<file path="src/rtl/light_avg_ctrl.sv">
// Sensor front end for pwm_gen: averages a window of samples, scales to the PWM
// width, and issues a one-cycle set pulse only when the mean moves beyond HYST.
module light_avg_ctrl #(
  parameter int unsigned SAMPLE_W      = 12,
  parameter int unsigned SIZE_OF_VALUE = 8,
  parameter int unsigned LOG2_N        = 4,
  parameter int unsigned HYST          = 2,
  parameter int unsigned HOLD_CYCLES   = 256,
  parameter bit          INVERT        = 1'b0
) (
  input  logic                     clk_i,
  input  logic                     rst_i,
  input  logic                     enable_i,
  input  logic                     sample_valid_i,
  input  logic [SAMPLE_W-1:0]      sample_i,
  output logic                     sample_ready_o,
  output logic                     set_o,
  output logic [SIZE_OF_VALUE-1:0] value_o
);

  localparam int unsigned AW = SAMPLE_W + LOG2_N;
  localparam int unsigned HW = (HOLD_CYCLES > 1) ? $clog2(HOLD_CYCLES) : 1;
  localparam logic [HW-1:0] HOLD_LOAD =
    HW'((HOLD_CYCLES > 0) ? HOLD_CYCLES - 1 : 0);
  localparam logic [SIZE_OF_VALUE:0] HYST_V = (SIZE_OF_VALUE + 1)'(HYST);

  // COMMIT holds the registered hysteresis decision so the pulse lands three
  // edges after the last window handshake.
  typedef enum logic [2:0] {
    ACCUM,
    COMPUTE,
    COMPARE,
    COMMIT,
    HOLD
  } state_t;

  state_t                   state_q;
  logic [AW-1:0]            acc_q, acc_d;
  logic [LOG2_N-1:0]        cnt_q;
  logic [HW-1:0]            hold_q;
  logic [SIZE_OF_VALUE-1:0] cand_q, cand_d;
  logic [SIZE_OF_VALUE-1:0] value_q;
  logic [SIZE_OF_VALUE-1:0] diff;
  logic                     set_q;
  logic                     first_q;
  logic                     upd_q, upd_d;
  logic                     hs;

  assign sample_ready_o = rst_i && (state_q == ACCUM) && enable_i;
  assign hs             = sample_ready_o && sample_valid_i;
  assign set_o          = set_q;
  assign value_o        = value_q;

  always_comb begin
    acc_d = acc_q + AW'(sample_i);
    // Top SIZE_OF_VALUE bits of (acc >> LOG2_N) within a SAMPLE_W-wide mean.
    cand_d = acc_q[AW-1 -: SIZE_OF_VALUE];
    if (INVERT) cand_d = ~cand_d;
    diff  = (cand_q >= value_q) ? (cand_q - value_q) : (value_q - cand_q);
    upd_d = first_q || ({1'b0, diff} > HYST_V);
  end

  always_ff @(posedge clk_i or negedge rst_i) begin
    if (!rst_i) begin
      state_q <= ACCUM;
      acc_q   <= '0;
      cnt_q   <= '0;
      hold_q  <= '0;
      cand_q  <= '0;
      value_q <= '0;
      set_q   <= 1'b0;
      first_q <= 1'b1;
      upd_q   <= 1'b0;
    end else begin
      set_q <= 1'b0;
      case (state_q)
        ACCUM: begin
          if (hs) begin
            acc_q <= acc_d;
            cnt_q <= cnt_q + LOG2_N'(1);
            if (&cnt_q) state_q <= COMPUTE;
          end
        end
        COMPUTE: begin
          cand_q  <= cand_d;
          acc_q   <= '0;
          cnt_q   <= '0;
          state_q <= COMPARE;
        end
        COMPARE: begin
          upd_q   <= upd_d;
          state_q <= COMMIT;
        end
        COMMIT: begin
          if (upd_q) begin
            set_q   <= 1'b1;
            value_q <= cand_q;
            first_q <= 1'b0;
            hold_q  <= HOLD_LOAD;
            state_q <= (HOLD_CYCLES == 0) ? ACCUM : HOLD;
          end else begin
            state_q <= ACCUM;
          end
        end
        HOLD: begin
          if (hold_q == '0) state_q <= ACCUM;
          else              hold_q  <= hold_q - HW'(1);
        end
        default: state_q <= ACCUM;
      endcase
    end
  end

endmodule

</file>
<file path="config.mk">
export PLATFORM = sky130hd
export DESIGN_NAME = light_avg_ctrl
export DESIGN_NICKNAME = d
export VERILOG_FILES = /design/src/rtl/light_avg_ctrl.sv
export SDC_FILE = /design/constraint.sdc
export NUM_CORES = 1
export LEC_CHECK = 0
export ABC_AREA = 0
export CORE_AREA = 2 2 105 107
export CTS_BUF_LIST = sky130_fd_sc_hd__clkbuf_16
export CTS_CLUSTER_SIZE = 14
export DETAILED_ROUTE_END_ITERATION = 12
export DIE_AREA = 0 0 107 109
export DONT_BUFFER_PORTS = 1
export PLACE_DENSITY = 0.54
export SYNTH_ARGS = -nofsm -noshare
export SYNTH_HDL_FRONTEND = slang
export SYNTH_SLANG_ARGS = --single-unit
</file>
<file path="constraint.sdc">
create_clock -name clk_i -period 3.2 [get_ports clk_i]
set_input_delay 0.64 -clock clk_i [delete_from_list [all_inputs] [get_ports clk_i]]
set_output_delay 0.64 -clock clk_i [all_outputs]
set_load 0.1 [all_outputs]
</file>
==> run_1/drive_strength.png <==
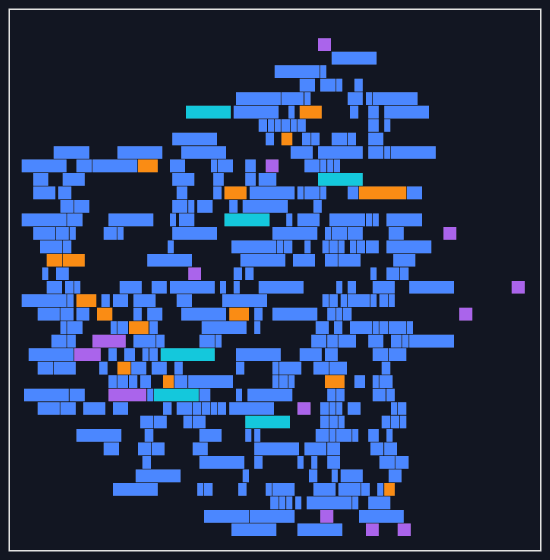
Key: cyan = drive 6 and up [cells 6, share 1.7%]; orange = drive 2 [cells 15, share 4.3%]; blue = drive 1 or less [cells 317, share 90%]; purple = drive 3 to 4 [cells 13, share 3.7%]
final design area excluding fillers: 3640 sq um
bufs w/o clock: 10
Syn-to-layout area delta: 10.3%
post-layout worst setup margin: 822 ps

==> run_1/clock_map.png <==
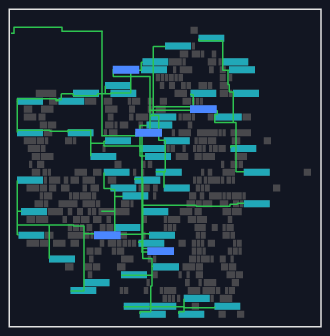
Key: green = clock wires [length 782 um]; blue = cells driving clock nets [count 5]; cyan = flip-flops [count 50]
There are 6 routed clock nets.
portion of total power attributed to the clock network: 15.7%
power consumed by the clock network: 0.000608 W
worst clock skew: 6.70 ps
Worst-Skew Late Latency: 290 ps

==> reports/writeup.txt, run 1 <==
The non-clock inverter instance count of the final layout works out to 23. The first global-routing pass estimated 12300 um of wire. The number of antenna violations at the first check in global routing came out at 0.

The number of buffers on the longest clock path came out at 2. The run gives 37.9% for the fraction of the yosys area taken by sequential cells. For the well-tap cell count, the log shows 140. The global router reports that the layer with the highest usage is met2. The final route contains 2547 vias. Among all flip-flop cells after synthesis, the most frequent one is sky130_fd_sc_hd__dfrtp_1. The routed design uses 3390 um of met2 wire. The run gives 399 for the total number of nets in the final design. The synthesized design contains 0 enable-type register cells. The total wire length was 7060 um.

Number of warnings issued by yosys: 0. With the post-CTS setup-driven buffer insertion count at 0, the clock buffer count from CTS is 5. The tools report the clock tree root driver cell as sky130_fd_sc_hd__clkbuf_16. The flop count came out at 50. The net count of the mapped netlist came out at 398.

The run finished with clean final reports. Signal arrival time at the worst endpoint: 2540 ps. The tools report the number of design rule violations left after detail routing as 0.

In the per-layer summary, the met1 wirelength comes to 3330 um. Of the total standard cell area in the layout, the sequential portion is 34.4%. The placeable core area is 10600 sq um, and the total tool warning count is 34. By area, the combinational part of the netlist is dominated by AND-OR/OR-AND gates.

The final layout report lists a filler cell count of 1079. Minimum clock period after layout: 2380 ps. The count of pins over their slew limit was 0. For this run, the final setup violation count is recorded as 0. After clock tree synthesis, the repair step resized 0 gates.

The cell-mix breakdown from Yosys lists the simple-gate area share as 13.6%. The capturing instance or port of the critical path is upd_q. The kind of path behind the tightest hold check was in2async.

According to the floorplan report, the die height is 109 um. The average via count per standard cell is 5.19. The run gives 0 ps as the setup TNS. Entering global routing, the biggest net connects 53 pins. For this run, global-route usage on met2 was measured as 22.8%.

The synthesis report lists the most area-consuming cells as sky130_fd_sc_hd__dfrtp_1 37%, sky130_fd_sc_hd__ha_1 11%, sky130_fd_sc_hd__nand2_1 4.2%. Once detail routing completed, the nets flagged for antenna violations numbered 0. The unique cell type count in the Yosys netlist is 57. The worst setup path is captured at a flop.

Once iteration 0 of detailed routing completed, the report listed 76 DRC markers. For the aggregate global-route resource usage, the log shows 13.2%. The synthesis-stage register bit count works out to 50.

The tools report the launching point of the worst reg2reg path as value_o[0]. In the finished layout, the clock tree contains a buffer count of 5. By instance count after routing, the leading logic cell types are 49 x sky130_fd_sc_hd__dfrtp_1, 37 x sky130_fd_sc_hd__nand2_1, 30 x sky130_fd_sc_hd__ha_1. The run gives 56.8% for the combinational cell fraction of total power. On met1, the global router reports a usage of 16.3%.

The run gives 38 for the count of standard-cell rows. The overflow left after global routing came out at 0. The run gives 860 ps for the slew of the pin with the lowest slew margin. The number of buffers inserted by hold repair at cts is 0, and the final clock period utilization by the worst path is 74.3%. In this run the tool buffered the top-level ports with 0 buffer cells. The switching component of the power was 0.00177 W. The data required time of the critical path was 3370 ps. For the area taken by flip-flops and latches, the log shows 1250 sq um. The run gives 9.47 sq um for the mean instance size in the synthesized netlist. The proportion of total power due to net switching was 45.6%.

The post-route netlist has 9.69% of its cells at a drive strength greater than 1. The run gives 2 as the H-tree level count. For the leakage power summed over all cells, the log shows 1.59 nW.

The logs give 31.2% for the initial standard-cell utilization of the core and 5220 um for the placed wire-length estimate after detailed placement. Summing all multiplexer cells gives an area fraction of 1.93%. Based on the critical path, the design can be clocked at up to 0.421 GHz.

The script logs the mean routed wire length per placed instance as 14.4 um. The number of global-route vias before repair is 2562, and the reg2reg setup slack is 820 ps. The clock sink count was 50; the share of the synthesized area in the top cell type was 37.1%.

With the post-synthesis share of cell area spent on full adders, half adders and majority gates at 13.2%, the sequential fraction of design power is 27.5%. The run gives 0.794 as the global placer's final weighted congestion. For this run, the detailed router's first-pass iteration total came to 4. The run gives 2.06% for the non-clock buffer contribution to total cell area. The final antenna diode tally reported by the flow is 0.

The run gives 3 for the largest driver fanout on the critical path.
==> run_1/gate_families.png <==
Bar = 20 um.
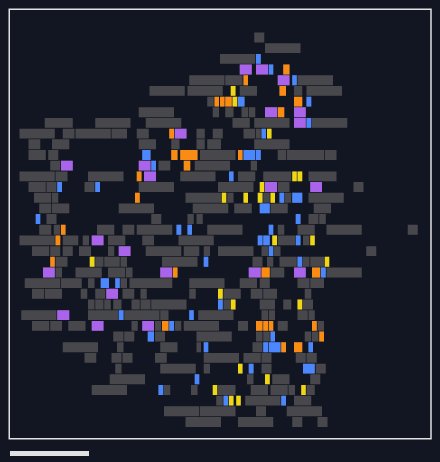
Key: yellow = inverters [cells 23]; blue = NAND gates [cells 47]; purple = XOR/XNOR gates [cells 22]; orange = NOR gates [cells 29]
most frequent logic cell in the layout: sky130_fd_sc_hd__dfrtp_1
share of the final layout cell area in multi-input gates: 51.9%

-- run 1: stage by stage --
| stage | area [sq um] | total power, W | utilization (%) | hold slack (ps) | cells |
|---|---|---|---|---|---|
| 6_report | 3640 | 0.00388 | 34.4 | 32.4 | 491 |
| 5_1_grt | 3640 | 0.00419 | 34.4 | 21.2 | 491 |
| 3_5_place_dp | 3480 | 0.00328 | 32.8 | 346 | 483 |
| 4_1_cts | 3640 | 0.00390 | 34.4 | 26.2 | 491 |
| 3_3_place_gp | 3480 | 0.00323 | 32.8 | 346 | 483 |
| 2_1_floorplan | 3300 | 0.00286 | - | 344 | 349 |
-- run 1: critical path, cell delays in order, from the launching register on --
cell and delay, ps:
sky130_fd_sc_hd__dfrtp_1 420, sky130_fd_sc_hd__inv_1 90, sky130_fd_sc_hd__ha_1 170, sky130_fd_sc_hd__inv_1 60, sky130_fd_sc_hd__fa_1 400, sky130_fd_sc_hd__xor2_1 180, sky130_fd_sc_hd__a2111oi_0 420, sky130_fd_sc_hd__nand2_1 100
sky130_fd_sc_hd__nor4_1 280, sky130_fd_sc_hd__a211oi_1 140
-- run 1: sequential cells by signal, indices dropped and copies added (netlist names) --
| register | count |
|---|---|
| first_q | 1 |
| cand_q | 8 |
| value_o | 8 |
| set_o | 1 |
| upd_q | 1 |
| state_q | 3 |
| hold_q | 8 |
| cnt_q | 4 |
| acc_q | 16 |
-- run 1: power groups by stage --
stage / clock network (W) / logic [W] / registers (W)
3_5_place_dp: 0 / 0.00220 / 0.00108
5_1_grt: 0.000644 / 0.00244 / 0.00111
3_3_place_gp: 0 / 0.00215 / 0.00107
4_1_cts: 0.000625 / 0.00221 / 0.00107
6_report: 0.000608 / 0.00220 / 0.00107
2_1_floorplan: 0 / 0.00166 / 0.00120
## Run 2: what changed since run 1
- PLACE_DENSITY: 0.54 -> 0.56
- clock period: 3.2 -> 2.1 ns (I/O delays scaled with it)
==> run_2/met3.png <==
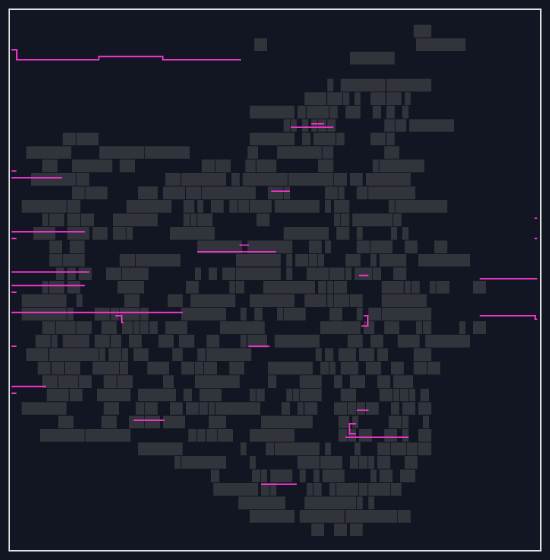
The longest straight run is 34.3 um. The layer carries 246 um of wire. The wires run mostly horizontal. The layer holds 3.3% of the routed length.
met3 capacity usage during global routing: 2.87%
routed wire length: 7380 um

==> reports/writeup.txt, run 2 <==
The count of instantiated cells in the yosys netlist is 349. The run gives -100 ps (-923 ps) for the final worst setup slack. The total number of nets in the final design came out at 437 (+9.5%). The run gives 0 (unchanged) for the number of diodes. The commonest register cell is sky130_fd_sc_hd__dfrtp_1. The minimum clock period after layout works out to 2200 ps (-177 ps). The setup TNS was -100 ps (-100 ps). With the clock-pin slew on the worst setup and hold paths at 70 ps, the synthesis-stage register bit count is 50 (unchanged). With the share of async-settable or async-resettable flops after synthesis at 100%, the number of warnings issued by yosys is 0 (unchanged). The worst hold slack across all endpoints is 381 ps (+348 ps), and the share of the synthesized area in the top cell type is 37.1% (unchanged). The worst reg-to-reg path cell count works out to 10.

The logs give 1 (+1) for the number of endpoints failing setup at the final stage and 51 (-3.8%) for the largest net degree at the start of global routing. The unique cell type count in the Yosys netlist was 57 (unchanged). The final core utilization was 39.0% (+4.6 points). Number of port buffers: 0 (unchanged). Sorting the synthesis cell report by count puts at the top sky130_fd_sc_hd__dfrtp_1. The run gives 349 for the gate count after technology mapping. The number of antenna violations at the first check in global routing is 0 (unchanged). Signal arrival time at the worst endpoint: 2360 ps (-180 ps). The kind of cell with the highest combined delay along the critical path is adder cells.

The tools report the global placer's final weighted congestion as 0.870 (+9.6%). The tools report the setup skew after layout as 6.69 ps (-0.0143 ps). The largest driver fanout on the critical path works out to 2 (-1). The tools report the global-route wire length before repair as 12500 um (+1.6%).

Power spread over the standard cell area amounts to 1630 nW/um^2. The leakage power summed over all cells is 1.77 nW (+11%). The aggregate global-route resource usage came out at 13.4% (+0.14 points). The logs give 2 (unchanged) for the H-tree level count and 0 (unchanged) for the count of pins over their slew limit.

Launching point of the worst reg2reg path: value_o[0]. The die covers 11700 sq um. By startpoint and endpoint, the worst setup path is classified as reg2reg. The data required time of the critical path is 2260 ps (-1110 ps), and the net count of the mapped netlist is 398 (unchanged). The most critical min-delay path falls under in2reg. Leaving out fill and tap cells, the most frequent cells in the layout are 45 x sky130_fd_sc_hd__buf_4, 42 x sky130_fd_sc_hd__dfrtp_1, 37 x sky130_fd_sc_hd__nand2_1.

Setup repair after global routing could not meet its margin everywhere. For the overall via count from detail_route, the log shows 2622 (+2.9%). The run gives 27.5% (+18 points) for the share of cells above drive strength 1. The fraction of the yosys area taken by sequential cells came out at 37.9% (unchanged). The run gives 2 (unchanged) for the number of buffers on the longest clock path. The overall die width was 107 um. The routed length per instance came out at 13.9 um (-3.1%). The final non-filler cell total came out at 529 (+7.7%). In this run the tightest slew margin relative to its limit is 69.3%.

Sorting the synthesized cells by how often they occur yields 49 x sky130_fd_sc_hd__dfrtp_1, 37 x sky130_fd_sc_hd__nand2_1, 30 x sky130_fd_sc_hd__ha_1. The run gives 0 (unchanged) for the overflow left after global routing. Per STA, the library cell used most along the worst path is sky130_fd_sc_hd__inv_1.

Per the run summary, max-cap violations total 0. Count of standard-cell rows: 38 (unchanged). By instance count after routing, the leading logic cell type is sky130_fd_sc_hd__buf_4. The number of flip-flops in the largest register was 16 (unchanged).

For the I/O pin total, the log shows 26. The reg2reg setup slack was -100 ps (-920 ps); the total tool warning count was 37 (+8.8%). The tools report the clock latency of the later-clocked register in the worst-skew pair as 290 ps (about the same). The slew of the pin with the lowest slew margin came out at 456 ps (-403 ps). The number of design-rule violations left by the first detailed-router iteration was 113 (+49%).

The die extent in y works out to 109 um (unchanged). Walking the worst path, the cells encountered are buf_4 -> inv_1 -> ha_1 -> inv_1 -> fa_2 -> a21o_1 -> a21oi_2 -> mux2i_1 -> nor4_1 -> a211oi_1. Start point of the worst min-delay path: sample_i[0].

Clock tree root driver cell: sky130_fd_sc_hd__clkbuf_16. In the synthesis report, Yosys lists the chip area as 3300 sq um. The detailed-routing iteration count for the pre-antenna-repair pass came out at 4 (unchanged).

The flow ran to the end, but the final reports show violations. For the worst reg-to-reg path, the endpoint reported by OpenROAD is upd_q. The clock buffer count from CTS is 5 (unchanged), and the final count of hold timing violations is 0. With the final clock period utilization by the worst path at 105% (+30 points), the tally of nets with antenna violations remaining after routing is 0 (unchanged). The largest stage delay on the critical path was 490 ps (+70 ps); the initial standard-cell utilization of the core was 31.2% (unchanged). The tools report the hold path endpoint as acc_q[0]. The maximum resistive drop on vdd came out at 0.000535 V. The register containing the most flip-flops in the final layout is acc_q. STA classifies the critical path startpoint as a flop. The tools report the number of gates resized after cts as 10 (+10). The tools report the origin of the worst setup path as value_o[0]. The post-CTS setup-driven buffer insertion count is 1 (+1). The count of buffering cells on the critical path with inverters included was 3 (+1). The logs give 5460 um (+4.6%) for the placed wire-length estimate after detailed placement and 50 (unchanged) for the clock sink count.

TritonCTS built the clock tree. The biggest area contributor in the post-synthesis netlist is sky130_fd_sc_hd__dfrtp_1. The checks that failed: negative setup slack. The average via count per standard cell works out to 4.96 (-4.5%).

For the number of cells after detailed placement, the log shows 516 (+6.8%). Number of design rule violations left after detail routing: 0 (unchanged). The run gives 2 (+2) for the number of buffers inserted by hold repair at cts.

The post-synth tally of flip-flops with integrated enable is 0 (unchanged). With the placeable core area at 10600 sq um (unchanged), the worst hold path depth is 2. The tools report the nature of the critical path endpoint as a flop.

The run gives 0.454 GHz (+8.1%) for the maximum operating frequency. The mapped netlist covers 3300 sq um. The run gives 9.47 sq um (unchanged) for the mean instance size in the synthesized netlist.

The standard cell with the maximum stage delay on the critical path is sky130_fd_sc_hd__dfrtp_4. The run gives 2622 (+2.3%) for the number of global-route vias before repair. By area the synthesized netlist is led by sky130_fd_sc_hd__dfrtp_1 37%, sky130_fd_sc_hd__ha_1 11%, sky130_fd_sc_hd__nand2_1 4.2%. Relative to the synthesized area, the layout overhead comes to 25.1%.
==> run 2: per-layer routing <==
| layer | part of all wire [%] | track usage (%) |
|---|---|---|
| met5 | 0 | 0 |
| met4 | 1.3 | 3.71 |
| met3 | 3.3 | 2.87 |
| met2 | 49 | 22.9 |
| met1 | 47 | 17.1 |
==> run 2: per-stage QoR <==
stage	total power, W	setup slack, ps	instance area, sq um
finish	0.00673	-100	4140
floorplan	0.00442	-149	3360
global placement	0.00543	-94.1	3790
CTS	0.00662	-75.6	4040
detailed placement	0.00549	-198	3790
global route	0.00725	-215	4140
==> run 2: worst max path at each step <==
stage	to	cells after the start
floorplan	upd_q	9
global placement	upd_q	10
detailed placement	upd_q	10
CTS	upd_q	9
global route	upd_q	10
finish	upd_q	10
==> run 2: cells by family (layout without fill, tap and decap cells) <==
| group | Yosys count | in the layout | share of synthesized area, % |
|---|---|---|---|
| AOI/OAI and AO/OA | 107 | 107 | 22.6 |
| and+or+nand+nor | 92 | 92 | 13.6 |
| DFF | 50 | 50 | 37.9 |
| buffers and inverters | 39 | 79 | 4.96 |
| adders and majority gates | 33 | 33 | 13.2 |
| xor gates and xnor gates | 22 | 22 | 5.83 |
| muxes | 6 | 6 | 1.93 |
==> run 2: area by class of cell <==
cell class | count | area, sq um
repair buffers | 48 | 387
inverters | 23 | 86.3
fillers | 1043 | 6470
well taps | 140 | 175
flip-flops and latches | 50 | 1280
multi-input cells | 260 | 2050
clock buffers | 5 | 125
clock inverters | 3 | 40.0
==> run 2: power by group <==
part           total [W]  switching, W  internal, W
Clock           0.000908      0.000350     0.000558
Sequential       0.00161      0.000305      0.00130
Combinational    0.00422       0.00231      0.00190
No activity file was given, so power comes from the tool's default toggle rates.
